<file path="config.mk">
export PLATFORM = sky130hd
export DESIGN_NAME = counter64_snapshot_reader_flat
export DESIGN_NICKNAME = d
export VERILOG_FILES = /design/src/rtl/counter64_pkg.sv /design/src/rtl/counter64_snapshot_reader_if.sv /design/src/rtl/counter64_index_mux.sv /design/src/rtl/counter64_snapshot_reader.sv /design/src/flat_wrapper.sv
export SDC_FILE = /design/constraint.sdc
export NUM_CORES = 1
export LEC_CHECK = 0
export CORE_AREA = 2 2 235 237
export CTS_BUF_LIST = sky130_fd_sc_hd__clkbuf_16
export DETAILED_ROUTE_END_ITERATION = 10
export DIE_AREA = 0 0 237 239
export DONT_BUFFER_PORTS = 1
export SKIP_CTS_REPAIR_TIMING = 1
export SYNTH_ARGS = -nofsm -noshare
export SYNTH_HDL_FRONTEND = slang
export SYNTH_HIERARCHICAL = 1
export SYNTH_SLANG_ARGS = --single-unit
</file>
<file path="constraint.sdc">
create_clock -name i_clk -period 6.2 [get_ports i_clk]
set_input_delay 0.93 -clock i_clk [delete_from_list [all_inputs] [get_ports i_clk]]
set_output_delay 0.93 -clock i_clk [all_outputs]
set_load 0.05 [all_outputs]
</file>
<file path="src/rtl/counter64_pkg.sv">
// Shared constants for the counter64 snapshot reader: register offsets,
// FSM encoding and CTRL register bit positions.
package counter64_pkg;

    localparam logic [1:0] OFS_MSB  = 2'd0;
    localparam logic [1:0] OFS_LSB  = 2'd1;
    localparam logic [1:0] OFS_CTRL = 2'd2;

    localparam int CTRL_BIT_RST = 0;

    localparam logic [1:0] ST_IDLE   = 2'd0;
    localparam logic [1:0] ST_SAMPLE = 2'd1;
    localparam logic [1:0] ST_RESP   = 2'd2;

    typedef enum logic [1:0] {
        IDLE   = ST_IDLE,
        SAMPLE = ST_SAMPLE,
        RESP   = ST_RESP
    } state_e;

endpackage

</file>
<file path="src/rtl/counter64_snapshot_reader_if.sv">
// API register bus between the bus decoder (master) and the snapshot reader (slave).
interface counter64_snapshot_reader_if #(
    parameter int IDX_W = 4
);
    logic             cs;
    logic             we;
    logic [IDX_W+1:0] address;
    logic [31:0]      write_data;
    logic [31:0]      read_data;
    logic             ready;
    logic             busy;

    modport master (
        output cs, we, address, write_data,
        input  read_data, ready, busy
    );

    modport slave (
        input  cs, we, address, write_data,
        output read_data, ready, busy
    );
endinterface

</file>
<file path="src/rtl/counter64_index_mux.sv">
// Combinational 32-bit N-to-1 selector over a flattened counter bus.
// Out-of-range selects return zero.
module counter64_index_mux #(
    parameter int NUM_COUNTERS = 8,
    parameter int IDX_W        = 4
) (
    input  logic [32*NUM_COUNTERS-1:0] bus_i,
    input  logic [IDX_W-1:0]           sel_i,
    output logic [31:0]                data_o
);

    always_comb begin
        data_o = '0;
        for (int k = 0; k < NUM_COUNTERS; k++) begin
            if (sel_i == IDX_W'(k)) data_o = bus_i[32*k +: 32];
        end
    end

endmodule

</file>
<file path="src/rtl/counter64_snapshot_reader.sv">
// Arbitrates 32-bit API accesses onto a bank of 64-bit counters and returns
// coherent MSB/LSB snapshots (both halves captured on the same edge).
module counter64_snapshot_reader
    import counter64_pkg::*;
#(
    parameter int NUM_COUNTERS = 8,
    parameter int IDX_W        = 4
) (
    input  logic                          i_areset,
    input  logic                          i_clk,
    counter64_snapshot_reader_if.slave    api,
    input  logic [32*NUM_COUNTERS-1:0]    i_msb,
    input  logic [32*NUM_COUNTERS-1:0]    i_lsb,
    output logic [NUM_COUNTERS-1:0]       o_lsb_sample,
    output logic [NUM_COUNTERS-1:0]       o_cnt_rst
);

    localparam logic [NUM_COUNTERS-1:0] ONE = NUM_COUNTERS'(1);

    state_e                  state_q, state_d;
    logic [IDX_W-1:0]        idx_q, idx_d;
    logic [1:0]              ofs_q, ofs_d;
    logic                    we_q, we_d;
    logic [31:0]             msb_hold_q, msb_hold_d;
    logic [NUM_COUNTERS-1:0] lsb_sample_q, lsb_sample_d;
    logic [NUM_COUNTERS-1:0] cnt_rst_q, cnt_rst_d;
    logic                    ready_q, ready_d;
    logic [31:0]             rdata_q, rdata_d;
    logic                    clr_wait_q, clr_wait_d;

    logic [IDX_W-1:0]        req_idx;
    logic [1:0]              req_ofs;
    logic [NUM_COUNTERS-1:0] req_oh;
    logic                    req_rst_bit;
    logic [31:0]             msb_sel, lsb_sel;

    assign req_idx     = api.address[IDX_W+1:2];
    assign req_ofs     = api.address[1:0];
    // Shifting past the top bit leaves zero, so out-of-range indices strobe nothing.
    assign req_oh      = ONE << req_idx;
    assign req_rst_bit = |(api.write_data & (32'd1 << CTRL_BIT_RST));

    counter64_index_mux #(.NUM_COUNTERS(NUM_COUNTERS), .IDX_W(IDX_W)) u_msb_mux (
        .bus_i  (i_msb),
        .sel_i  (idx_q),
        .data_o (msb_sel)
    );

    counter64_index_mux #(.NUM_COUNTERS(NUM_COUNTERS), .IDX_W(IDX_W)) u_lsb_mux (
        .bus_i  (i_lsb),
        .sel_i  (idx_q),
        .data_o (lsb_sel)
    );

    always_ff @(posedge i_clk or posedge i_areset) begin
        if (i_areset) begin
            state_q      <= IDLE;
            idx_q        <= '0;
            ofs_q        <= '0;
            we_q         <= 1'b0;
            msb_hold_q   <= '0;
            lsb_sample_q <= '0;
            cnt_rst_q    <= '0;
            ready_q      <= 1'b0;
            rdata_q      <= '0;
            clr_wait_q   <= 1'b0;
        end else begin
            state_q      <= state_d;
            idx_q        <= idx_d;
            ofs_q        <= ofs_d;
            we_q         <= we_d;
            msb_hold_q   <= msb_hold_d;
            lsb_sample_q <= lsb_sample_d;
            cnt_rst_q    <= cnt_rst_d;
            ready_q      <= ready_d;
            rdata_q      <= rdata_d;
            clr_wait_q   <= clr_wait_d;
        end
    end

    always_comb begin
        state_d      = state_q;
        idx_d        = idx_q;
        ofs_d        = ofs_q;
        we_d         = we_q;
        msb_hold_d   = msb_hold_q;
        lsb_sample_d = '0;
        cnt_rst_d    = '0;
        ready_d      = 1'b0;
        rdata_d      = '0;
        clr_wait_d   = 1'b0;
        unique case (state_q)
            IDLE: begin
                if (api.cs && !clr_wait_q) begin
                    idx_d = req_idx;
                    ofs_d = req_ofs;
                    we_d  = api.we;
                    if (!api.we && req_ofs == OFS_MSB) begin
                        state_d      = SAMPLE;
                        lsb_sample_d = req_oh;
                    end else begin
                        state_d = RESP;
                        if (api.we && req_ofs == OFS_CTRL && req_rst_bit) cnt_rst_d = req_oh;
                    end
                end
            end
            SAMPLE: begin
                // Same edge that loads the counter's LSB sample register.
                msb_hold_d = msb_sel;
                state_d    = RESP;
            end
            RESP: begin
                ready_d    = 1'b1;
                state_d    = IDLE;
                // Counter clear input is registered: hold off one more cycle.
                clr_wait_d = |cnt_rst_q;
                if (!we_q) begin
                    if (ofs_q == OFS_MSB)      rdata_d = msb_hold_q;
                    else if (ofs_q == OFS_LSB) rdata_d = lsb_sel;
                end
            end
            default: state_d = IDLE;
        endcase
    end

    assign api.ready     = ready_q;
    assign api.read_data = rdata_q;
    assign api.busy      = (state_q != IDLE) || clr_wait_q;
    assign o_lsb_sample  = lsb_sample_q;
    assign o_cnt_rst     = cnt_rst_q;

endmodule

</file>
<file path="src/flat_wrapper.sv">
// flat-port wrapper written by rule: the top's interface ports become plain ports
module counter64_snapshot_reader_flat import counter64_pkg::*;
#(
    parameter int NUM_COUNTERS = 8,
    parameter int IDX_W        = 4
)
  (i_areset, i_clk, i_msb, i_lsb, o_lsb_sample, o_cnt_rst, api_cs, api_we, api_address, api_write_data, api_read_data, api_ready, api_busy);
  counter64_snapshot_reader_if #(.IDX_W(IDX_W)) api_i ();
  input  logic i_areset;
  input  logic i_clk;
  input  logic [32*NUM_COUNTERS-1:0] i_msb;
  input  logic [32*NUM_COUNTERS-1:0] i_lsb;
  output logic [NUM_COUNTERS-1:0] o_lsb_sample;
  output logic [NUM_COUNTERS-1:0] o_cnt_rst;
  input wire logic [$bits(api_i.cs)-1:0] api_cs;
  input wire logic [$bits(api_i.we)-1:0] api_we;
  input wire logic [$bits(api_i.address)-1:0] api_address;
  input wire logic [$bits(api_i.write_data)-1:0] api_write_data;
  output wire logic [$bits(api_i.read_data)-1:0] api_read_data;
  output wire logic [$bits(api_i.ready)-1:0] api_ready;
  output wire logic [$bits(api_i.busy)-1:0] api_busy;
  assign api_i.cs = api_cs;
  assign api_i.we = api_we;
  assign api_i.address = api_address;
  assign api_i.write_data = api_write_data;
  assign api_read_data = api_i.read_data;
  assign api_ready = api_i.ready;
  assign api_busy = api_i.busy;
  counter64_snapshot_reader #(.NUM_COUNTERS(NUM_COUNTERS), .IDX_W(IDX_W)) u_core (.i_areset(i_areset), .i_clk(i_clk), .api(api_i), .i_msb(i_msb), .i_lsb(i_lsb), .o_lsb_sample(o_lsb_sample), .o_cnt_rst(o_cnt_rst));
endmodule
</file>
==> results.tsv, run 1 <==
stage	metric	value	unit
outcome	outcome	completed	
sta	fin_crit_sh	56.2	%
power	p_per_area	292	mW/mm²
clock_tree	path_clk_slew	0.08	ns
synth	ys_sh_simple	11.1	%
finish	diodes	14	
floorplan	well_tap_count	704	
finish	drive_gt1_share	25.3	%
worst_setup_path	worstReg2RegStart	u_core/idx_q[0]$_DFFE_PP0P_	
floorplan	chipHeight	239	µm
sta	period_minus_slack	3.48	ns
finish	nMultiInputCombCells	584	
synth	synth_top_cell_by_count	dfrtp_1	
finish	buf_share	1.19	%
clock_tree	root_buffer	clkbuf_16	
synth	syn_area_per_cell	10.7	µm²
worst_setup_path	worst_path_largest_cell_delay	1.05	ns
flow_run	tool_warnings	57	
sta	relSlewSlack	19.9	%
place	post-place-ws	2.63	ns
worst_setup_path	r2r_cells	7	
routing	via_per_inst	4.77	
finish	nets	1265	
synth	syn-num-nets	1330	
finish	mi_logic_area	0.00538	mm²
routing	via_count	6835	
worst_setup_path	critPathRequiredTime	6.49	ns
hold_path	hold_path.class	primary input to asynchronous set/reset pin	
finish	fillers	6009	
power	power.total	2.65	mW
routing	totalWireLength	37.6	mm
clock_tree	clock.latency.late_pin	0.37	ns
routing	drt_pre_antenna_iters	5	
routing	antenna_left	0	
synth	synthFlopType	dfrtp_1	
synth	ys_sh_mux	33.8	%
finish	ff_count	91	
synth	synth_cell_types	44	
floorplan	floorplan.rows	86	
place	dp_hpwl	29.8	mm
clock_tree	cts_buffers	9	
worst_setup_path	critPathArrivalTime	3.78	ns
floorplan	ios	604	
synth	edf_count	0	
finish	n_all_buffers	11	
place	place_congestion	0.926	
worst_setup_path	critPathKind	flip-flop to flip-flop	
clock_tree	cts_max_level	3	
finish	dominant_cells	combinational gates	
floorplan	die_x	237	µm
synth	synth_top_area_share	27.4	%
synth	topCombFamilyByArea	multiplexers	
worst_setup_path	critPathCapture	u_core/api.read_data[7]$_DFF_PP0_	
clock_tree	ctsLongestPathBuffers	2	
clock_tree	tritoncts	yes	
grt	antenna_found_initial	14	
synth	yosysTopAreaCell	dfrtp_1	
sta	hold_slack	0.371	ns
synth	fa_ha_area_share	0	%
synth	area_leaders	dfrtp_1 (27%), mux4_2 (16%), mux2_2 (10%), mux2i_1 (7.5%), a211oi_1 (4.5%)	
power	irDropWorstVdd	0.000121	V
finish	regArea	0.00229	mm²
floorplan	initial_utilization	15.3	%
place	io_buffers	0	
synth	yosysWarningCount	6	
synth	ys_chip_area	0.00830	mm²
## run 1: routing by layer
metal | vias up | part of all wire, % | track usage (%)
met3 | 57 | 7.8 | 2.29
met2 | 508 | 46 | 20.4
met1 | 3344 | 42 | 16.0
met5 | - | 0 | 0
li1 | 2926 | - | -
met4 | 0 | 4.2 | 6.37
## run 1: critical path, delay by kind of cell, from the launching register on
kind            cells  cell delay, ns
buf+inv             1            0.70
simple gates        2            0.49
mux                 1            0.16
compound gates      3            0.85
flops               1            1.05
## run 1: where the power goes
| part | leakage [nW] | switching, mW | internal (mW) |
|---|---|---|---|
| Combinational | 2.19 | 0.576 | 0.538 |
| Sequential | 1.22 | 0.245 | 0.695 |
| Clock | 0.145 | 0.307 | 0.287 |
| Total | 3.55 | 1.13 | 1.52 |
run_1/clock_wires.png
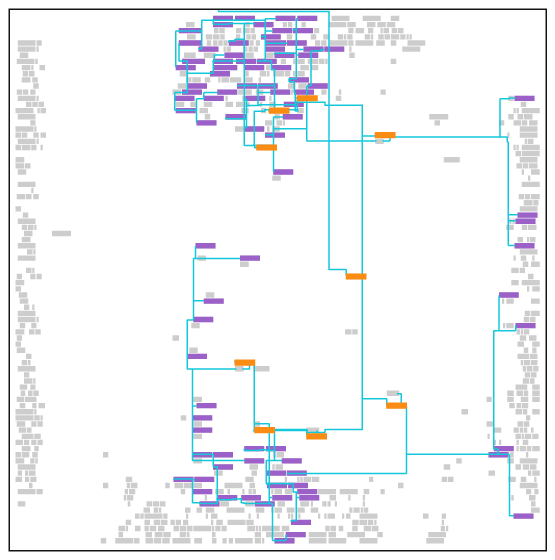
- clock-net drivers: orange (count 9)
- flip-flops: purple (count 91)
- clock wires: cyan (length 1,950 µm)
- routed clock nets: 10

run_1/clock_nets.png
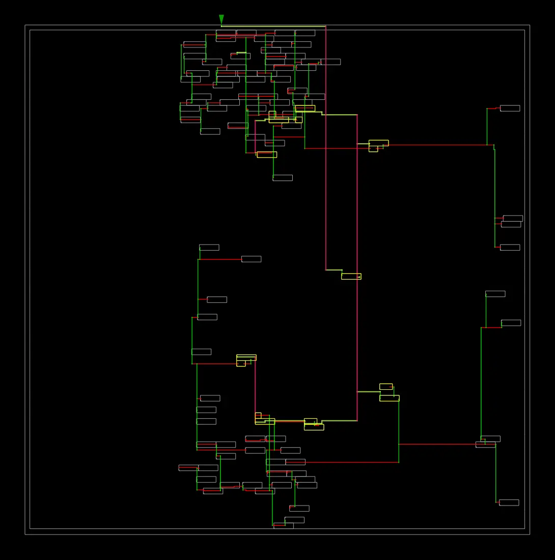
CTS sink cnt: 91
clk pwr: 0.594 mW

run_1/ff_map.png
Bar = 50 µm. Other sequential cells in the stronger gray, the rest of the logic in the fainter gray.
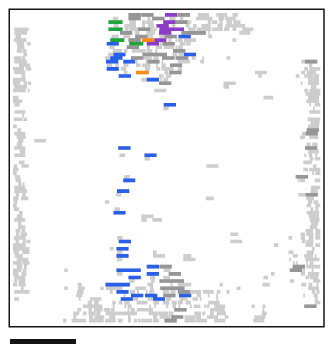
- `u_core/idx_q`: green (sequential cells 4)
- `u_core/o_cnt_rst`: purple (sequential cells 8; where top middle)
- `u_core/msb_hold_q`: blue (sequential cells 32)
- `u_core/ofs_q`: orange (sequential cells 2)
- not colored: 45

run_1/class_map.png
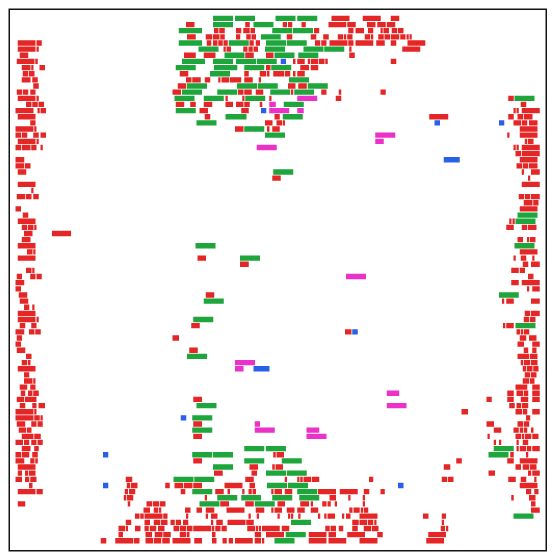
- remaining buffers and delay cells: blue (cells 11)
- remaining logic cells: red (cells 598)
- clock drivers and dummy loads: magenta (cells 16)
- sequential cells: green (cells 91)

==> run 2: changes to the inputs <==
clock period = 2.9 ns   (was 6.2 ns; I/O delays follow)
run_2/clock_wires.png
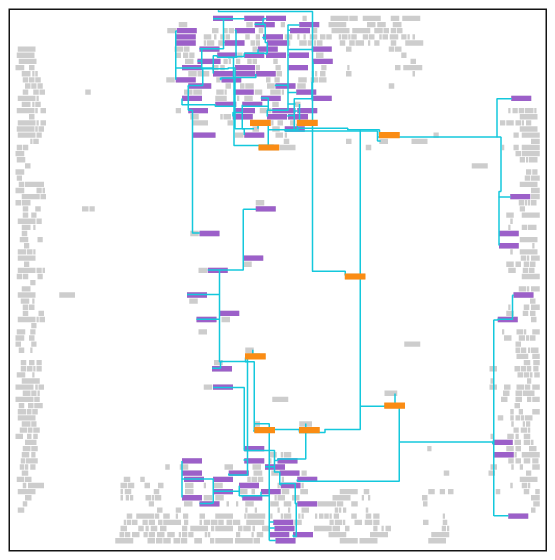
- clock-net drivers: orange (count 9)
- clock wires: cyan (length 1,980 µm)
- flip-flops: purple (count 91)
- flops lie: a vertical strip down the middle
- routed clock nets: 10

==> run 2 against run 1 <==
Fmax up 39%. Sequential power up 110%. Via count up 3.9%. Wire length up 3.2%. Die area unchanged. Cell area up 3.6%. Clock power up 120%.
==> results.tsv, run 2 <==
stage	metric	value	unit	change
worst_setup_path	worstReg2RegStart	u_core/idx_q[1]$_DFFE_PP0P_		
synth	area_leaders	dfrtp_1 (27%), mux4_2 (16%), mux2_2 (10%), mux2i_1 (7.5%), a211oi_1 (4.5%)		
sta	relSlewSlack	36.2	%	+16 points
synth	topCombFamilyByArea	multiplexers		
place	io_buffers	0		unchanged
sta	period_minus_slack	2.51	ns	-0.977 ns
synth	ys_sh_simple	11.1	%	unchanged
finish	nMultiInputCombCells	584		unchanged
floorplan	ios	604		unchanged
floorplan	dieArea	0.0566	mm²	
finish	drive_gt1_share	28.7	%	+3.4 points
floorplan	chipHeight	239	µm	unchanged
floorplan	initial_utilization	15.3	%	unchanged
synth	synth_top_area_share	27.4	%	unchanged
worst_setup_path	crit_buf_inv	1		unchanged
finish	regArea	0.00229	mm²	unchanged
worst_setup_path	r2r_cells	6		-1
clock_tree	cts_max_level	3		unchanged
finish	buf_share	4.67	%	+3.5 points
hold_path	hold_path.class	primary input to asynchronous set/reset pin		
floorplan	die_x	237	µm	unchanged
finish	clkCellAreaFrac	3.25	%	
clock_tree	clock.latency.late_pin	0.37	ns	about the same
place	dp_hpwl	31.4	mm	+5.4%
power	power.total	5.86	mW	+120%
worst_setup_path	critPathCapture	u_core/api.read_data[27]$_DFF_PP0_		
worst_setup_path	worst_path_largest_cell_delay	0.65	ns	-0.40 ns
synth	synth_top_cell_by_count	dfrtp_1		
synth	ys_sh_mux	33.8	%	unchanged
worst_setup_path	worst-path-stages	6		-1
finish	fillers	6043		+0.57%
synth	yosysTopAreaCell	dfrtp_1		
routing	via_per_inst	4.84		+1.5%
worst_setup_path	critPathArrivalTime	2.79	ns	-0.99 ns
clock_tree	path_clk_slew	0.09	ns	about the same
synth	fa_ha_area_share	0	%	unchanged
synth	syn_area_per_cell	10.7	µm²	unchanged
finish	dominant_cells	combinational gates		
clock_tree	clock_sinks	91		unchanged
power	leakagePower	3.74	nW	
clock_tree	tritoncts	yes		
routing	totalWireLength	38.8	mm	+3.2%
synth	synthFlopType	dfrtp_1		
sta	fin_crit_sh	86.5	%	+30 points
clock_tree	root_buffer	clkbuf_16		
finish	mi_logic_area	0.00538	mm²	unchanged
routing	via_count	7099		+3.9%
finish	n_all_buffers	45		+34
floorplan	well_tap_count	704		unchanged
floorplan	floorplan.rows	86		unchanged
finish	comb-cell-share	57.3	%	
flow_run	tool_warnings	57		unchanged
synth	yosysWarningCount	6		unchanged
worst_setup_path	critPathKind	flip-flop to flip-flop		
place	post-place-ws	0.434	ns	-2.20 ns
power	irDropWorstVdd	0.000256	V	+110%
finish	area_growth	13.0	%	
outcome	outcome	completed		
routing	antenna_left	0		unchanged
worst_setup_path	crit_family	AND-OR/OR-AND gates		
finish	ff_count	91		unchanged
clock_tree	cts_buffers	9		unchanged
grt	antenna_found_initial	18		+4
synth	edf_count	0		unchanged
synth	synth_stat.cells	776		
routing	drt_pre_antenna_iters	5		unchanged
place	place_congestion	0.954		+3.0%
clock_tree	ctsLongestPathBuffers	2		unchanged
finish	layout_top_cell	nor2_1		
sta	setup_tns	0	ns	
finish	nets	1299		+2.7%
synth	ys_chip_area	0.00830	mm²	unchanged
synth	synth_cell_types	44		unchanged
worst_setup_path	critPathRequiredTime	3.18	ns	-3.31 ns
finish	diodes	14		unchanged
worst_setup_path	ff2ff_setup_slack	0.39	ns	
synth	syn-num-nets	1330		unchanged
power	p_per_area	624	mW/mm²	+110%
-- run 2: cell counts after synthesis --
No cell type changed its count.
-- run 2: stage by stage --
stage | hold WS [ns] | area (µm²)
3_3_place_gp | 0.485 | 9040
3_5_place_dp | 0.489 | 9040
4_1_cts | 0.0998 | 9350
6_report | 0.111 | 9390
5_1_grt | 0.104 | 9380
2_1_floorplan | 0.471 | 8300
-- run 2: layer usage --
layer	wire (µm)	GRT usage (%)	up-vias	part of all wire [%]
li1	-	-	2984	-
met1	16100	16.0	3516	42
met2	17900	21.5	512	46
met3	2760	2.67	85	7.1
met4	1950	7.15	2	5.0
met5	13	0	-	0.034
-- run 2: power breakdown --
group	total, mW	internal [mW]	switching, mW
clock	1.28	0.615	0.667
combinational	2.65	1.28	1.37
sequential	1.93	1.49	0.438
total	5.86	3.39	2.47
Power is estimated from default activity; no workload was simulated.
